File: config.mk
export PLATFORM = sky130hd
export DESIGN_NAME = spram_uart_dump
export DESIGN_NICKNAME = d
export VERILOG_FILES = /design/src/rtl/spram_uart_dump_pkg.sv /design/src/rtl/uart_tx_pacer.sv /design/src/rtl/spram_uart_dump.sv
export SDC_FILE = /design/constraint.sdc
export NUM_CORES = 1
export LEC_CHECK = 0
export CAP_MARGIN = 20
export CORE_MARGIN = 5
export CORE_UTILIZATION = 45
export CTS_CLUSTER_SIZE = 8
export DETAILED_ROUTE_END_ITERATION = 7
export PLACE_DENSITY = 0.74
export SLEW_MARGIN = 20
export SYNTH_ARGS = -nofsm -noshare
export SYNTH_HDL_FRONTEND = slang
export SYNTH_HIERARCHICAL = 1
export SYNTH_SLANG_ARGS = --single-unit
File: constraint.sdc
create_clock -name clk -period 3 [get_ports clk]
set_input_delay 0.3 -clock clk [delete_from_list [all_inputs] [get_ports clk]]
set_output_delay 0.3 -clock clk [all_outputs]
set_load 0.02 [all_outputs]
File: src/rtl/spram_uart_dump_pkg.sv
// Shared definitions for the SPRAM-to-UART dump engine and other UART byte producers.
package spram_uart_dump_pkg;

    typedef enum logic [2:0] {
        S_IDLE,
        S_FETCH,
        S_SEND_LO,
        S_GAP_LO,
        S_SEND_HI,
        S_GAP_HI
    } state_t;

    // Frame bits times clocks per bit, plus two guard cycles between frames.
    function automatic int gap_cycles(input int bit_width, input int clock_hz, input int baud);
        return bit_width * (clock_hz / baud) + 2;
    endfunction

endpackage

File: src/rtl/uart_tx_pacer.sv
// Loadable down-counter that spaces UART send pulses; expired while the count is zero.
module uart_tx_pacer #(
    parameter int GAP_CYCLES = 112,
    parameter int W          = $clog2(GAP_CYCLES + 1)
) (
    input  logic         clk,
    input  logic         rst_n,
    input  logic         load,
    input  logic [W-1:0] load_value,
    output logic         expired
);

    logic [W-1:0] count;

    always_ff @(posedge clk or negedge rst_n) begin
        if (!rst_n) begin
            count <= '0;
        end else if (load) begin
            count <= load_value;
        end else if (count != '0) begin
            count <= count - 1'b1;
        end
    end

    assign expired = (count == '0);

endmodule

File: src/rtl/spram_uart_dump.sv
// Streams a range of 16-bit SPRAM words out as UART bytes, low byte first, self-paced.
//
// state     | meaning
// S_IDLE    | waiting for start
// S_FETCH   | waiting for the first word's read latency
// S_SEND_LO | low byte handed to the uart
// S_GAP_LO  | pacing the low-byte frame
// S_SEND_HI | high byte handed to the uart, next address issued
// S_GAP_HI  | pacing the high-byte frame while the next word is prefetched
module spram_uart_dump
    import spram_uart_dump_pkg::*;
#(
    parameter int CLOCK_FREQ_HZ = 40000000,
    parameter int BAUD_RATE     = 4000000,
    parameter int BIT_WIDTH     = 11,
    parameter int RD_LATENCY    = 2,
    parameter int GAP_CYCLES    = gap_cycles(BIT_WIDTH, CLOCK_FREQ_HZ, BAUD_RATE)
) (
    input  logic        clk,
    input  logic        rst_n,
    input  logic        start,
    input  logic [15:0] base_addr,
    input  logic [15:0] word_count,
    output logic [15:0] ram_addr,
    input  logic [15:0] ram_rd_data,
    output logic        tx_send,
    output logic [7:0]  tx_data,
    output logic        busy,
    output logic        done
);

    localparam int PW = $clog2(GAP_CYCLES + 1);
    localparam int FW = $clog2(RD_LATENCY + 2);
    localparam logic [FW-1:0] FETCH_LAST = FW'(RD_LATENCY);
    // Load is registered, so the pacer starts one cycle after the send pulse.
    localparam logic [PW-1:0] PACE_LOAD  = PW'(GAP_CYCLES - 2);

    state_t        state;
    logic [15:0]   remaining;
    logic [15:0]   word;
    logic [FW-1:0] fcnt;
    logic          pacer_load;
    logic          expired;

    uart_tx_pacer #(.GAP_CYCLES(GAP_CYCLES), .W(PW)) u_pacer (
        .clk        (clk),
        .rst_n      (rst_n),
        .load       (pacer_load),
        .load_value (PACE_LOAD),
        .expired    (expired)
    );

    always_ff @(posedge clk or negedge rst_n) begin
        if (!rst_n) begin
            state      <= S_IDLE;
            ram_addr   <= '0;
            tx_send    <= 1'b0;
            tx_data    <= '0;
            busy       <= 1'b0;
            done       <= 1'b0;
            remaining  <= '0;
            word       <= '0;
            fcnt       <= '0;
            pacer_load <= 1'b0;
        end else begin
            tx_send    <= 1'b0;
            done       <= 1'b0;
            pacer_load <= 1'b0;
            case (state)
                S_IDLE: begin
                    // A start coinciding with the done pulse is dropped.
                    if (start && !done) begin
                        if (word_count == '0) begin
                            done <= 1'b1;
                        end else begin
                            ram_addr  <= base_addr;
                            remaining <= word_count;
                            busy      <= 1'b1;
                            fcnt      <= '0;
                            state     <= S_FETCH;
                        end
                    end
                end
                S_FETCH: begin
                    if (fcnt == FETCH_LAST) begin
                        word       <= ram_rd_data;
                        tx_data    <= ram_rd_data[7:0];
                        tx_send    <= 1'b1;
                        pacer_load <= 1'b1;
                        state      <= S_SEND_LO;
                    end else begin
                        fcnt <= fcnt + 1'b1;
                    end
                end
                S_SEND_LO: state <= S_GAP_LO;
                S_GAP_LO: begin
                    if (expired) begin
                        tx_data    <= word[15:8];
                        tx_send    <= 1'b1;
                        pacer_load <= 1'b1;
                        remaining  <= remaining - 1'b1;
                        if (remaining != 16'd1) ram_addr <= ram_addr + 1'b1;
                        fcnt       <= '0;
                        state      <= S_SEND_HI;
                    end
                end
                S_SEND_HI: begin
                    fcnt  <= fcnt + 1'b1;
                    state <= S_GAP_HI;
                end
                S_GAP_HI: begin
                    if (fcnt == FETCH_LAST) begin
                        word <= ram_rd_data;
                        fcnt <= fcnt + 1'b1;
                    end else if (fcnt < FETCH_LAST) begin
                        fcnt <= fcnt + 1'b1;
                    end
                    if (expired) begin
                        if (remaining != '0) begin
                            tx_data    <= word[7:0];
                            tx_send    <= 1'b1;
                            pacer_load <= 1'b1;
                            state      <= S_SEND_LO;
                        end else begin
                            done  <= 1'b1;
                            busy  <= 1'b0;
                            state <= S_IDLE;
                        end
                    end
                end
                default: state <= S_IDLE;
            endcase
        end
    end

endmodule

Figure 1. Clock nets (run 1).
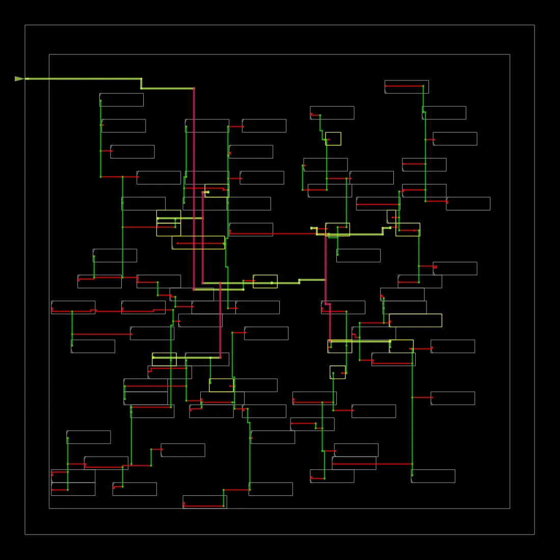
tally of clock buffers in the finished layout: 10
TritonCTS Buffers: 9
worst-skew pair later-pin latency: 0.35 ns

Figure 2. Cell sizes after repair (run 1).
Scale: 2 px per um.
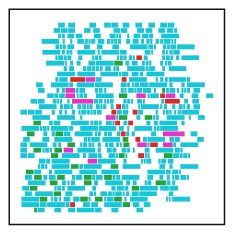
magenta -> _6 and larger  # cells 12, most used clkbuf_8
red -> _3 and _4 cells  # cells 15, most used buf_4
green -> _2 cells  # cells 35, most used mux2_2
cyan -> _0 and _1 cells  # cells 486, most used clkdlybuf4s50_1
buffer count excluding the clock tree in the final layout: 88
final critical-path setup slack: 0.346 ns

==> impl_summary.log, run 1 <==
[report] extracting results
INFO  metric hold_slack = 0.358 ns
INFO  metric grt_max_degree = 60
INFO  metric worstPathMaxFanout = 11
INFO  metric antennaDiodeCount = 0
INFO  metric design.portCount = 78
INFO  metric crit_path_cell_trace = or4_4 > nor2_1 > nand3_1 > nor2_1 > buf_4 > a21o_1 > o21ai_0 > a22o_1
INFO  metric post-route-period-util = 0.885
INFO  metric end_kind = register
INFO  metric rsz0062_at_grt = no
INFO  metric die_width = 107 um
INFO  metric worst_hold_path_type = input pin to async pin
INFO  metric post_synthesis_instance_total = 466
INFO  metric ys_chip_area = 4220 sq um
INFO  metric worst_ep_required_time = 3.23 ns
INFO  metric outcome = finished, final reports clean
INFO  metric tritoncts = yes
INFO  metric fp_util = 0.459
INFO  metric synth-edff-count = 0
INFO  metric grt_first_pass_wirelength = 17700 um
INFO  metric yosys_cells = 466
INFO  metric final_weighted_congestion_in_routability_driven_placement = 0.884
INFO  metric yosys.area.top_type_share = 0.421
INFO  metric drtAntennaViolNets = 0
INFO  metric finish.net_count = 603
INFO  metric globalRouteOverflowTotal = 0
INFO  metric die_h = 107 um
INFO  metric h-tree-depth = 3
INFO  metric timing.clock.skew = 0.0152 ns
Figure 3. Signal metal coverage by tile (run 1).
Scale: 4 px per um. 21 x 21 tiles, from dark purple (low) to yellow (high), scaled to the fullest tile. Values are wire area over tile area, all layers added.
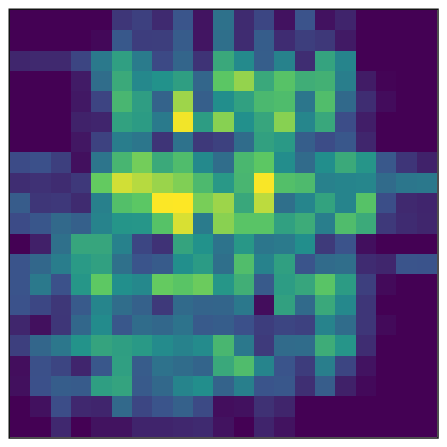
tiles over half the peak = 24%
nearly empty tiles = 19%
densest ninth of the die = centre
fullest tile = 0.48
overall fraction of global-route tracks in use: 0.189
overall via count from detail_route: 3807

Figure 4. Placed cells, one colour a class (run 1).
Scale: 4 px per um.
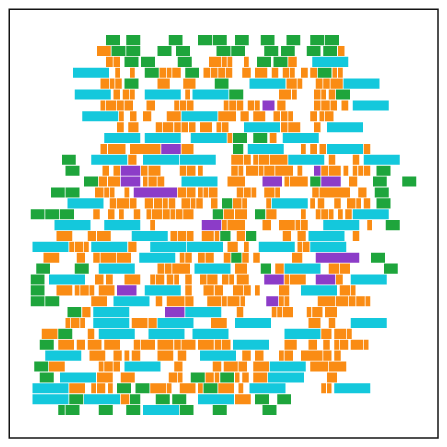
purple -> clock drivers and dummy loads  # cells 15
cyan -> flops  # cells 71
green -> other buffers and delay cells  # cells 88
orange -> combinational and other logic  # cells 374
core footprint: 9200 sq um
Finished Core Util: 0.579
flop share of the area: 0.333
post-route cell area: 5330 sq um

[run 1: metrics by stage]
step | instances | area, sq um | worst slack (ns)
after global routing | 659 | 5330 | 0.139
after detailed placement | 643 | 5100 | 0.381
after global placement | 643 | 5100 | 0.453
final | 659 | 5330 | 0.346
after floorplan | 471 | 4240 | 0.693
after CTS | 659 | 5330 | 0.371
[run 1: per-layer routing]
layer	vias up	GRT usage	share of wire
li1	1861	-	-
met1	1833	0.254	0.45
met5	-	0	0
met2	97	0.303	0.47
met3	16	0.0458	0.065
met4	0	0.0557	0.014
[run 1: flip-flops by register name, indices dropped and copies added (netlist names)]
register / cells
remaining: 16
busy: 1
fcnt: 2
word: 16
done: 1
u_pacer/count: 7
ram_addr: 16
pacer_load: 1
state: 3
tx_data: 8
[run 1: timing repair]
item,CTS,global route
resized,0,0
setup endpoints to repair,0,0
hold endpoints to repair,12,0
hold buffers,1,0
setup buffers,0,0
[run 1: power by group]
part	switching [W]	internal (W)
Combinational	0.00138	0.00117
Clock	0.000376	0.000488
Sequential	0.000387	0.00135
Total	0.00214	0.00300
[run 1: layout make-up]
type / count / area (sq um)
clock buffer: 10 / 138
clock inverter: 5 / 82.6
fill: 819 / 3870
inverter: 19 / 71.3
multi-input combinational: 355 / 2270
sequential: 71 / 1780
tap: 111 / 139
timing repair buffer: 88 / 851
[run 1: synth_stat cells, types with 4 or more instances]
cell type  count
mux2i_1       11
a31oi_1       13
nand4_1        6
o21ai_0       45
nor4_1         9
nor3b_1        4
o31a_1         4
a21boi_0       4
a211oi_1       4
or3_1          4
nand2b_1      14
mux2_2        25
nand3_1       10
inv_1         19
nor2_1        43
nor3_1        11
buf_2         10
clkbuf_1      11
dfrtp_1       71
nand2_1       30
o31ai_1        4
ha_1           8
a21oi_1       41
o22ai_1       13
[run 1: cells by family (layout without fill, tap and decap cells)]
| group | after synthesis | in the layout | synth area share |
|---|---|---|---|
| AND/OR/NAND/NOR | 149 | 149 | 0.190 |
| AND-OR/OR-AND | 153 | 153 | 0.222 |
| adder cells (fa/ha/maj) | 8 | 8 | 0.0237 |
| XOR/XNOR | 2 | 2 | 0.00415 |
| other | 2 | 7 | 0.00178 |
| buffers and inverters | 45 | 122 | 0.0451 |
| multiplexers | 36 | 36 | 0.0929 |
| flip-flops | 71 | 71 | 0.421 |
[run 1: path summary, 6_finish.rpt]
kind | start | to | slack, ns | cells past startpoint
max | u_pacer/count[4]$_DFFE_PN0P_ | remaining[7]$_DFFE_PN0P_ | 0.35 | 8
min | rst_n | word[8]$_DFFE_PN0P_ | 0.36 | 2
max reg2reg | u_pacer/count[4]$_DFFE_PN0P_ | remaining[7]$_DFFE_PN0P_ | 0.35 | 8
min reg2reg | word[0]$_DFFE_PN0P_ | word[0]$_DFFE_PN0P_ | 0.50 | 1
max in group asynchronous | rst_n | remaining[14]$_DFFE_PN0P_ | 1.56 | 3
min in group clk | word[0]$_DFFE_PN0P_ | word[0]$_DFFE_PN0P_ | 0.50 | 1
==> run 1 -> run 2 <==
--- a/config.mk
+++ b/config.mk
@@ -10,7 +10,7 @@
 export CORE_UTILIZATION = 45
 export CTS_CLUSTER_SIZE = 8
 export DETAILED_ROUTE_END_ITERATION = 7
-export PLACE_DENSITY = 0.74
+export PLACE_DENSITY = 0.7
 export SLEW_MARGIN = 20
 export SYNTH_ARGS = -nofsm -noshare
 export SYNTH_HDL_FRONTEND = slang
Figure 5. Signal metal coverage by tile (run 2).
Scale: 4 px per um. 21 x 21 tiles, from dark purple (low) to yellow (high), scaled to the fullest tile. Values are wire area over tile area, all layers added.
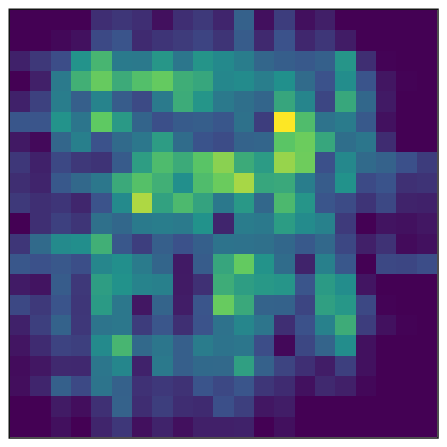
tiles over half the peak = 16%
fullest tile = 0.56
nearly empty tiles = 15%
overall fraction of global-route tracks in use: 0.193
overall via count from detail_route: 3829
final wirelength: 10700 um
detailed-route wire length per cell: 16.2 um

Figure 6. Cell sizes after repair (run 2).
Scale: 2 px per um.
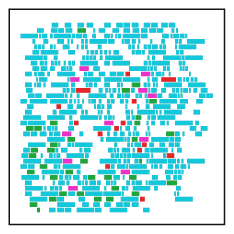
magenta -> _6 and larger  # cells 11, most used clkbuf_8
cyan -> _0 and _1 cells  # cells 487, most used clkdlybuf4s50_1
red -> _3 and _4 cells  # cells 14, most used buf_4
green -> _2 cells  # cells 35, most used mux2_2
post-route cell area: 5270 sq um
relative area change from synthesis to final layout: 24.9%

==> impl_summary.log, run 2 <==
[report] extracting results
INFO  metric outcome = finished, final reports clean
INFO  metric finish.net_count = 603
INFO  metric worst_hold_path_type = input pin to async pin
INFO  metric finalWorstSetupSlack = 0.421 ns
INFO  metric worst_ep_required_time = 3.23 ns
INFO  metric die_width = 107 um
INFO  metric tritoncts = yes
INFO  metric rsz0062_at_grt = no
INFO  metric rr_worst_depth = 8
INFO  metric ys_chip_area = 4220 sq um
INFO  metric yosys_cells = 466
INFO  metric synth-xor-area-share = 0.00415
INFO  metric yosys.area.top_type_share = 0.421
INFO  metric design.portCount = 78
INFO  metric grt_max_degree = 49
INFO  metric r2r_path_end = remaining[7]$_DFFE_PN0P_
INFO  metric biggestRegsByFlops = ram_addr (16), remaining (16), word (16)
INFO  metric post-synth-top-count-cell = dfrtp_1
INFO  metric timing.critical_path.from = u_pacer/count[4]$_DFFE_PN0P_
INFO  metric final_weighted_congestion_in_routability_driven_placement = 0.842
INFO  metric hold_buffers = 0
INFO  metric worstSetupEndpoint = remaining[7]$_DFFE_PN0P_
INFO  metric antennaDiodeCount = 0
INFO  metric grt_first_pass_wirelength = 17700 um
INFO  metric ys_sh_adder = 0.0237
INFO  metric cts_made_buffers = 9
INFO  metric core_footprint = 9200 sq um
INFO  metric synth-edff-count = 0
INFO  metric end_kind = register
INFO  metric globalRouteOverflowTotal = 0
INFO  metric worstReg2RegStart = u_pacer/count[4]$_DFFE_PN0P_
Figure 7. Clock nets (run 2).
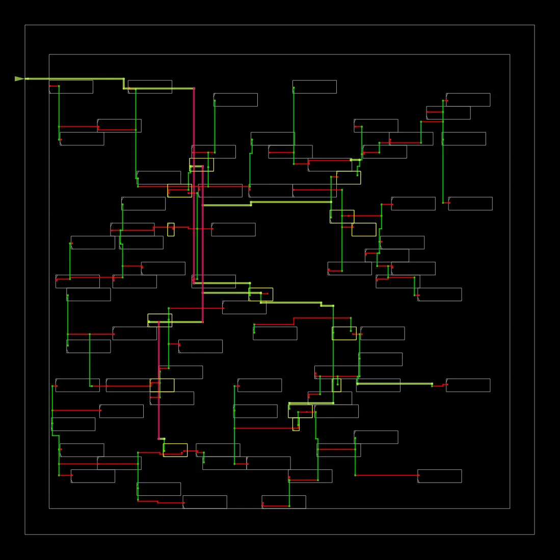
power in the clock group: 0.000681 W
worst-skew pair later-pin latency: 0.34 ns
number of flip-flops and latches: 71
tally of clock buffers in the finished layout: 13

==> run 2: netlist changes by cell type in the layout (fill, tap and decap cells not counted), sizes merged <==
cell,delta
clkbuf,+3
bufinv,-2
clkinv,-2
buf,+1
dlygate4sd3,-1
==> run 2: logic make-up (layout without fill, tap and decap cells) <==
family                   count (synthesis)  after routing
AND-OR/OR-AND                          153            153
AND/OR/NAND/NOR                        149            149
flip-flops                              71             71
buffers and inverters                   45            121
multiplexers                            36             36
adder cells (fa/ha/maj)                  8              8
other                                    2              7
XOR/XNOR                                 2              2
==> run 2: final cells by class <==
class,count,area (sq um),share of cell area
multi-input combinational,355,2270,0.431
sequential,71,1780,0.337
timing repair buffer,88,848,0.161
clock buffer,13,159,0.0302
tap,111,139,0.0264
inverter,19,71.3,0.0135
clock inverter,1,5.00,0.000950
==> run 2: through the flow <==
| stage | instance area, sq um | std cells | hold WS [ns] | utilization |
|---|---|---|---|---|
| 6_report | 5270 | 658 | 0.0218 | 0.573 |
| 3_5_place_dp | 5100 | 644 | 0.420 | 0.555 |
| 3_3_place_gp | 5100 | 644 | 0.411 | 0.555 |
| 4_1_cts | 5270 | 658 | 0.0459 | 0.573 |
| 5_1_grt | 5270 | 658 | 0.0725 | 0.573 |
| 2_1_floorplan | 4240 | 471 | 0.00441 | - |
==> run 2: metal layers <==
| metal | GRT usage | vias up | wire, um |
|---|---|---|---|
| met2 | 0.295 | 111 | 5050 |
| met1 | 0.270 | 1847 | 4890 |
| li1 | - | 1857 | - |
| met4 | 0.0648 | 0 | 153 |
| met3 | 0.0433 | 14 | 574 |
| met5 | 0 | - | 0 |
==> run 2: where the power goes <==
part | internal [W] | switching (W) | leakage [nW] | total [W]
registers | 0.00135 | 0.000390 | 0.887 | 0.00174
logic | 0.00116 | 0.00138 | 1.20 | 0.00254
clock network | 0.000336 | 0.000345 | 0.0854 | 0.000681
total | 0.00284 | 0.00212 | 2.17 | 0.00496
==> run 2: worst min-delay path by stage <==
stage                                          to  slack (ns)  cells after the start
final                      tx_data[3]$_DFFE_PN0P_        0.02                      1
after global routing      ram_addr[6]$_DFFE_PN0P_        0.07                      1
after global placement       word[11]$_DFFE_PN0P_        0.41                      1
after CTS                 ram_addr[0]$_DFFE_PN0P_        0.05                      1
after floorplan                  busy$_DFFE_PN0P_       0.004                      0
after detailed placement   tx_data[3]$_DFFE_PN0P_        0.42                      1
==> run 2: worst max-delay path: cells and delay by family, from the launching register on <==
family	cells	cell delay (ns)
and+or+nand+nor	4	1.09
AOI/OAI and AO/OA	3	0.80
DFF	1	0.42
buffers and inverters	1	0.16
No activity file was given, so power comes from the tool's default toggle rates.
